`src/rtl/prbs_pkg.sv`:
```
// Shared PRBS9 definitions for the BPSK link: sequence length, taps, seed and BER FSM states.
package prbs_pkg;

    localparam int unsigned PRBS9_LEN    = 511;
    localparam int unsigned PRBS9_TAP_HI = 8;   // x^9
    localparam int unsigned PRBS9_TAP_LO = 4;   // x^5
    localparam logic [8:0]  PRBS9_SEED_DEFAULT = 9'h1AA;

    typedef enum logic {
        ALIGN  = 1'b0,
        LOCKED = 1'b1
    } ber_state_e;

    // Fibonacci step for x^9+x^5+1; the output bit is the MSB before the step.
    function automatic logic [8:0] prbs9_next(input logic [8:0] s);
        return {s[7:0], s[PRBS9_TAP_HI] ^ s[PRBS9_TAP_LO]};
    endfunction

endpackage

```
`src/rtl/prbs9_ref.sv`:
```
// PRBS9 reference: LFSR plus delay-indexed history; delay 0 reads the current LFSR output.
module prbs9_ref
    import prbs_pkg::*;
#(
    parameter logic [8:0] SEED = PRBS9_SEED_DEFAULT
) (
    input  logic       clock,
    input  logic       reset,
    input  logic       i_advance,
    input  logic [8:0] i_delay,
    output logic       o_ref
);

    logic [8:0]           lfsr_q;
    logic [8:0]           lfsr_d;
    logic [PRBS9_LEN-2:0] hist_q;
    logic [PRBS9_LEN-2:0] hist_d;
    logic [PRBS9_LEN-1:0] window;

    always_comb begin
        lfsr_d = lfsr_q;
        hist_d = hist_q;
        if (i_advance) begin
            lfsr_d = prbs9_next(lfsr_q);
            hist_d = {hist_q[PRBS9_LEN-3:0], lfsr_q[PRBS9_TAP_HI]};
        end
    end

    always_ff @(posedge clock or posedge reset) begin
        if (reset) begin
            lfsr_q <= SEED;
            hist_q <= '0;
        end else begin
            lfsr_q <= lfsr_d;
            hist_q <= hist_d;
        end
    end

    // The 511-entry window is the live output followed by the 510 previous outputs.
    assign window = {hist_q, lfsr_q[PRBS9_TAP_HI]};
    assign o_ref  = window[i_delay];

endmodule

```
`config.mk`:
```
export PLATFORM = sky130hd
export DESIGN_NAME = prbs9_ref
export DESIGN_NICKNAME = d
export VERILOG_FILES = /design/src/rtl/prbs_pkg.sv /design/src/rtl/prbs9_ref.sv
export SDC_FILE = /design/constraint.sdc
export NUM_CORES = 1
export LEC_CHECK = 0
export CAP_MARGIN = 0
export CELL_PAD_IN_SITES_DETAIL_PLACEMENT = 2
export CELL_PAD_IN_SITES_GLOBAL_PLACEMENT = 2
export CORE_UTILIZATION = 43
export CTS_BUF_LIST = sky130_fd_sc_hd__clkbuf_16
export DETAILED_ROUTE_END_ITERATION = 6
export PLACE_DENSITY = 0.82
export SYNTH_ARGS = -nofsm -noshare
export SYNTH_HDL_FRONTEND = slang
export SYNTH_SLANG_ARGS = --single-unit
```
`constraint.sdc`:
```
create_clock -name clock -period 20.9 [get_ports clock]
set_input_delay 6.27 -clock clock [delete_from_list [all_inputs] [get_ports clock]]
set_output_delay 6.27 -clock clock [all_outputs]
set_load 0.01 [all_outputs]
```
==> run_1/pdn.png <==
Pins as bars on the die edge.
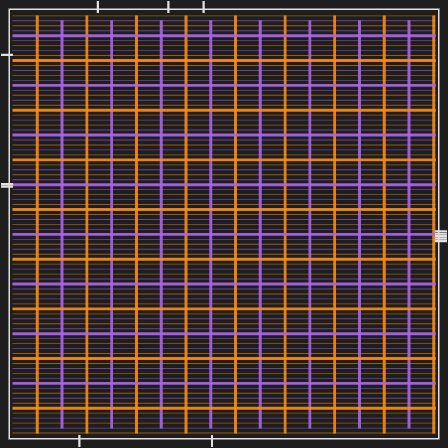
Orange is VSS. Purple is VDD.
17 straps on met4. The core has 84 rows. 16 straps on met5.
core footprint: 53,000 µm²
Die H: 234 µm
die width: 234 µm
Max VDD drop: 0.0731 mV

==> run_1/final_clocks.png <==
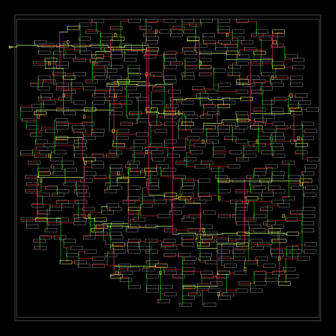
Latency at later pin: 610 ps
Post-Route Skew: 17.7 ps
clock network power: 0.895 mW
Seq cells: 519

==> results.yml, run 1 <==
# generated from flow reports
run_status:
  outcome: "complete, no violations"
clock_network:
  h-tree-depth: 2
  cts_hold_buffers: 0
  cts_resized: 0
detailed_routing:
  vias: 12800
  detail_route.wl_per_cell_um: 26.6
  highest_layer: "met4"
  routed-wl-met2_mm: 29.7
  wl_met1_mm: 24.9
  firstDrtPassIters: 5
  via_per_inst: 5.92
synthesis:
  most_common_cell: "mux2_2"
  yosys.area.top_type: "dfrtp_1"
  ys_warn_count: 0
  synthDominantCellAreaShare: 0.554
  async_reset_ff_frac: 1.00
  syn_nets: 1467
  ys_area_um2: 23200
  avgSynthCellArea_um2: 16.0
cells_and_area:
  drive_gt1_frac: 0.489
  regArea_um2: 13000
  syn2layout_area_growth_pct: 9.91
  fin_nets: 1451
critical_path:
  end_kind: "primary output"
  required_ps: 14630
place:
  numPortBuffers: 12
  place_hpwl_mm: 33.6
  gp_congestion: 0.735
run:
  warnings: 34
die:
  rows: 84
hold_path:
  hold_class: "reg -> reg"
final_timing:
  hold_violations: 0
  post-route-period-util: 0.805
  max-slew-margin-rel: 0.216
  tightest_slew_ps: 1180
global_route:
  overflow: 0
  grt_max_degree: 183
==> run_1/met1.png <==
Supply wires on this layer in grey.
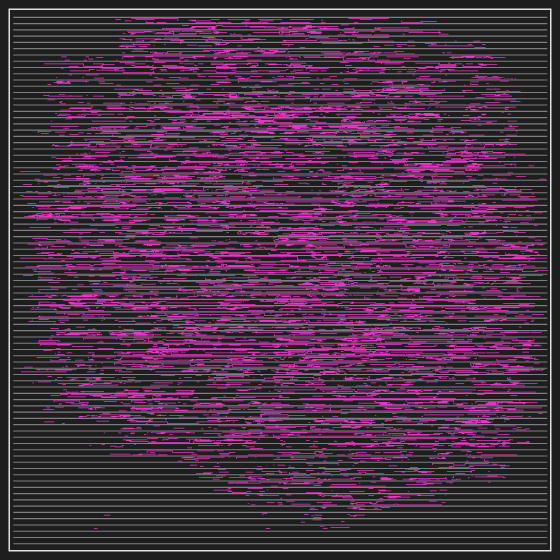
The longest straight run is 83.7 µm. The wires run mostly horizontal. The layer holds 43% of the routed length.

==> run 1: worst max-delay path, stage by stage <==
cell and delay [ps]:
clkbuf_8 610, buf_4 780, mux4_1 650, mux4_2 470, nand3_1 100, o211ai_1 110, or3_1 390, and3_1 190
o311a_1 430, clkdlybuf4s50_1 520
==> run 1: flip-flops by register name (all words and copies together), names as in the netlist <==
name    count
hist_q    510
lfsr_q      9
==> run 1: layer usage <==
layer | up-vias | global-route usage
met5 | - | 0
met2 | 196 | 0.382
met4 | 0 | 0.0601
met3 | 92 | 0.0303
met1 | 7066 | 0.289
li1 | 5473 | -
==> run 1: layout make-up <==
type                    count  share of cell area
inverters                   6             0.00118
clock inverters            38             0.00706
clock buffers              57              0.0559
flip-flops and latches    519               0.509
well taps                 688              0.0337
multi-input cells         827               0.382
repair buffers             30              0.0114
==> run 1: final timing paths <==
path | startpoint | cells after the start | to | slack (ps)
setup / recovery | i_delay[0] | 10 | o_ref | 4080
hold / removal | lfsr_q[6]$_DFFE_PP0P_ | 1 | lfsr_q[6]$_DFFE_PP0P_ | 500
setup reg to reg | lfsr_q[8]$_DFFE_PP1P_ | 2 | lfsr_q[0]$_DFFE_PP0P_ | 19970
hold reg to reg | lfsr_q[6]$_DFFE_PP0P_ | 1 | lfsr_q[6]$_DFFE_PP0P_ | 500
max in group asynchronous | reset | 4 | hist_q[160]$_DFFE_PP0P_ | 12320
min in group asynchronous | reset | 2 | hist_q[73]$_DFFE_PP0P_ | 6250
==> run 1: per-stage QoR <==
step / util / instances / total power [mW] / hold WS (ps)
CTS: 0.482 / 2165 / 2.14 / 512
floorplan: - / 1455 / 1.18 / 470
global placement: 0.451 / 2070 / 1.22 / 484
finish: 0.482 / 2165 / 2.11 / 504
detailed placement: 0.451 / 2070 / 1.23 / 508
global route: 0.482 / 2165 / 2.18 / 525
==> run 1: layout by cell type, fill, tap and decap left out, types with 3 or more instances in the layout <==
cell               n
a22o_1             7
nor2_1             7
mux2i_1           43
clkdlybuf4s50_1    9
o21ai_0            7
nor4_1             4
nor3_1            10
mux2_2           518
a2111oi_0          3
nand2b_1           4
o221ai_1          12
a211oi_1           4
a221oi_1           7
nand3_1            3
clkinv_2           6
inv_1             23
dfstp_2            5
or2_2              3
and3_1             3
clkinv_1          12
buf_4             16
nor2b_1            3
dfrtp_1          514
a22oi_1           14
nand2_1           12
o22ai_1           21
clkbuf_16         57
a31oi_1            3
mux4_2           107
a21oi_1           14
==> run 1: logic make-up after synthesis <==
logic type | share of synthesized area
simple gates | 0.0124
buf+inv | 0.0212
compound gates | 0.0307
flops | 0.560
xor+xnor | 0.000377
mux | 0.376
==> run 1: power breakdown <==
part | total [mW] | switching (mW) | internal [mW] | leakage [nW]
registers | 1.06 | 0.0230 | 1.04 | 7.19
clock network | 0.895 | 0.397 | 0.498 | 0.855
logic | 0.153 | 0.0880 | 0.0649 | 4.19
==> run_1/registers.png <==
Other cells in grey.
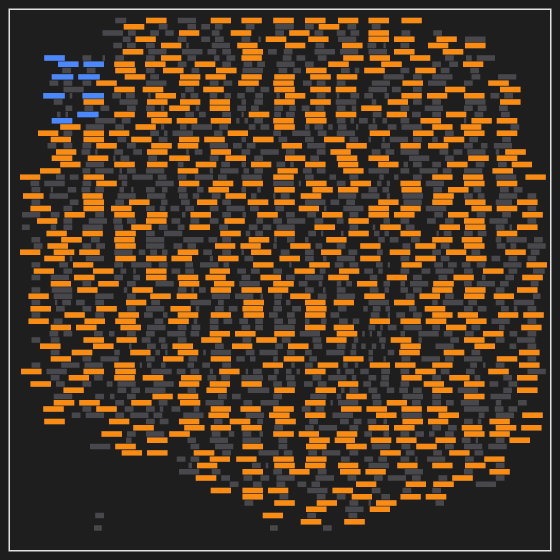

--- run 2 (diff from run 1) ---
--- a/config.mk
+++ b/config.mk
@@ -8,7 +8,7 @@
 export CAP_MARGIN = 0
 export CELL_PAD_IN_SITES_DETAIL_PLACEMENT = 2
 export CELL_PAD_IN_SITES_GLOBAL_PLACEMENT = 2
-export CORE_UTILIZATION = 43
+export CORE_UTILIZATION = 45
 export CTS_BUF_LIST = sky130_fd_sc_hd__clkbuf_16
 export DETAILED_ROUTE_END_ITERATION = 6
 export PLACE_DENSITY = 0.82
==> constraint.sdc (replaced) <==
create_clock -name clock -period 16.4 [get_ports clock]
set_input_delay 4.92 -clock clock [delete_from_list [all_inputs] [get_ports clock]]
set_output_delay 4.92 -clock clock [all_outputs]
set_load 0.01 [all_outputs]
==> run_2/registers.png <==
Other cells in grey.
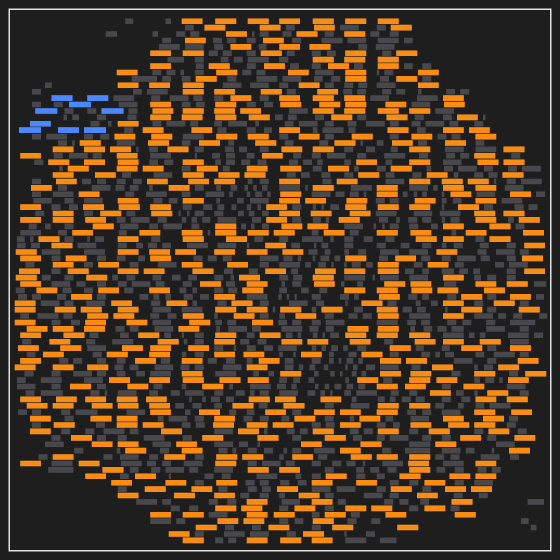
Orange is hist_q, placed flops 510, where all over the die. Blue is lfsr_q, placed flops 9, where upper left.
final core occ: 0.507
flop share of the area: 0.507
FF/Latch Area: 13,000 µm²

==> run_2/pdn.png <==
Pins as bars on the die edge.
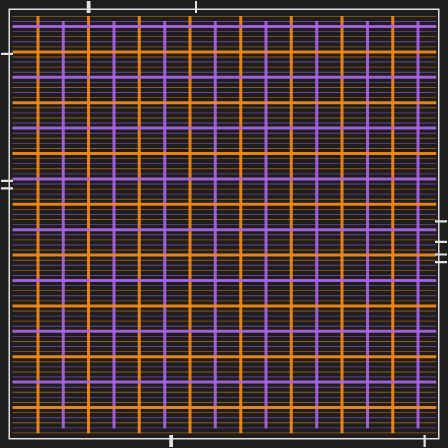
Orange is VSS. Purple is VDD.
16 straps on met4. The core has 82 rows.

==> run_2/final_clocks.png <==
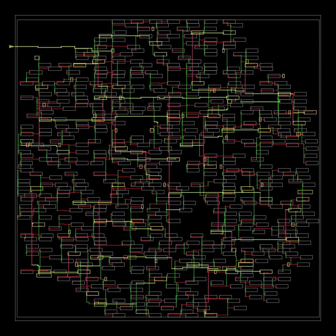
clock buf count: 57
number of buffers created by CTS: 56
clock sink count: 519

==> run 2 against run 1 <==
Compared with the run above:
- via count increased by 0.24%
- final area increased by 0.45%
- combinational power increased by 26%
- clock skew decreased by 6.8 ps
- sequential power increased by 27%
- first-iteration DRC count decreased by 5.1%
- final cell count decreased by 0.69%
- register-to-register slack got worse by 4500 ps
- setup slack got worse by 1700 ps
- synthesized area unchanged
- utilization increased by 2.5 points
- global-route usage increased by 0.99 points
- critical path type unchanged
- critical endpoint unchanged
- largest cell class unchanged
- largest power group unchanged
==> results.yml, run 2 <==
# generated from flow reports
run_status:
  outcome: "complete, no violations"
hold_path:
  min_path_cells: 1
  hold_class: "reg -> reg"
  min_from: "hist_q[9]$_DFFE_PP0P_"
clock_network:
  cts_resized: 0
  cts_hold_buffers: 0
final_timing:
  max-slew-margin-rel: 0.183
  post-route-period-util: 0.852
  hold_violations: 0
cells_and_area:
  syn2layout_area_growth_pct: 10.4
  final_common_cell: "mux2_2"
  reg_top3: "hist_q: 510 flops, lfsr_q: 9 flops"
  largest_reg_flops: 510
  final_cell_mix: "mux2_2, dfrtp_1, mux4_2"
  fin_nets: 1451
critical_path:
  cpMaxStageDelayCell: "buf_4"
  worstReg2RegStart: "lfsr_q[8]$_DFFE_PP1P_"
  r2r_cells: 2
  cp_slowest_stage_delay_ps: 790
place:
  dp.cells: 2053
  gp_congestion: 0.724
pwr:
  p_total_mw: 2.75
  ir_worst_vdd_mv: 0.0760
synthesis:
  synthDominantCellAreaShare: 0.554
  most_common_cell: "mux2_2"
  yosys.area.top_type: "dfrtp_1"
  ys_area_um2: 23200
die:
  die_y_um: 229
run 2: cell count changes in the layout (fill, tap and decap cells not counted), sizes merged:
cell      delta
bufinv       +3
buf          -1
inv          -8
clkinvlp     +2
clkinv       +5
run 2: final cells by class:
cell class	count	area share
clock buffers	57	0.0556
clock inverters	40	0.0113
inverters	6	0.00102
multi-input cells	827	0.380
flip-flops and latches	519	0.507
well taps	672	0.0328
repair buffers	29	0.0124
run 2: logic make-up after synthesis:
| logic type | after synthesis | synth area share |
|---|---|---|
| buffers and inverters | 109 | 0.0212 |
| DFF | 519 | 0.560 |
| and+or+nand+nor | 56 | 0.0124 |
| muxes | 670 | 0.376 |
| xor gates and xnor gates | 1 | 0.000377 |
| AOI/OAI and AO/OA | 100 | 0.0307 |
run 2: worst max-delay path, delay by kind of cell:
kind            cells  cell delay, ps
compound gates      5            1140
buf+inv             3            1850
mux                 1             590
simple gates        1             460
run 2: through the flow:
stage / cell area, µm² / setup WS, ps
global route: 25600 / 2150
CTS: 25600 / 2350
detailed placement: 23900 / 2460
global placement: 23900 / 2110
floorplan: 23200 / 4360
finish: 25600 / 2420
run 2: how the worst max path moves through the flow:
stage                     startpoint    end  slack, ps  depth (start not counted)
after CTS                 i_delay[0]  o_ref       2350                         10
final                     i_delay[0]  o_ref       2420                         10
after global routing      i_delay[0]  o_ref       2150                         10
after detailed placement  i_delay[0]  o_ref       2460                         10
after floorplan           i_delay[0]  o_ref       4360                         10
after global placement    i_delay[4]  o_ref       2110                          9
run 2: report_power, final:
part           switching (mW)  internal, mW  leakage, nW  total [mW]
sequential             0.0259          1.32         7.19        1.35
combinational           0.109        0.0833         4.19       0.193
clock                   0.524         0.687        0.876        1.21
run 2: layer usage:
metal | part of all wire | up-vias | routed length, µm | track usage
met4 | 0.023 | 0 | 1330 | 0.0663
li1 | - | 5493 | - | -
met2 | 0.53 | 210 | 30600 | 0.407
met1 | 0.41 | 7062 | 23500 | 0.292
met5 | 0 | - | 0 | 0
met3 | 0.040 | 93 | 2300 | 0.0347
Power figures rest on the tool's default switching activity, not on a simulated workload.
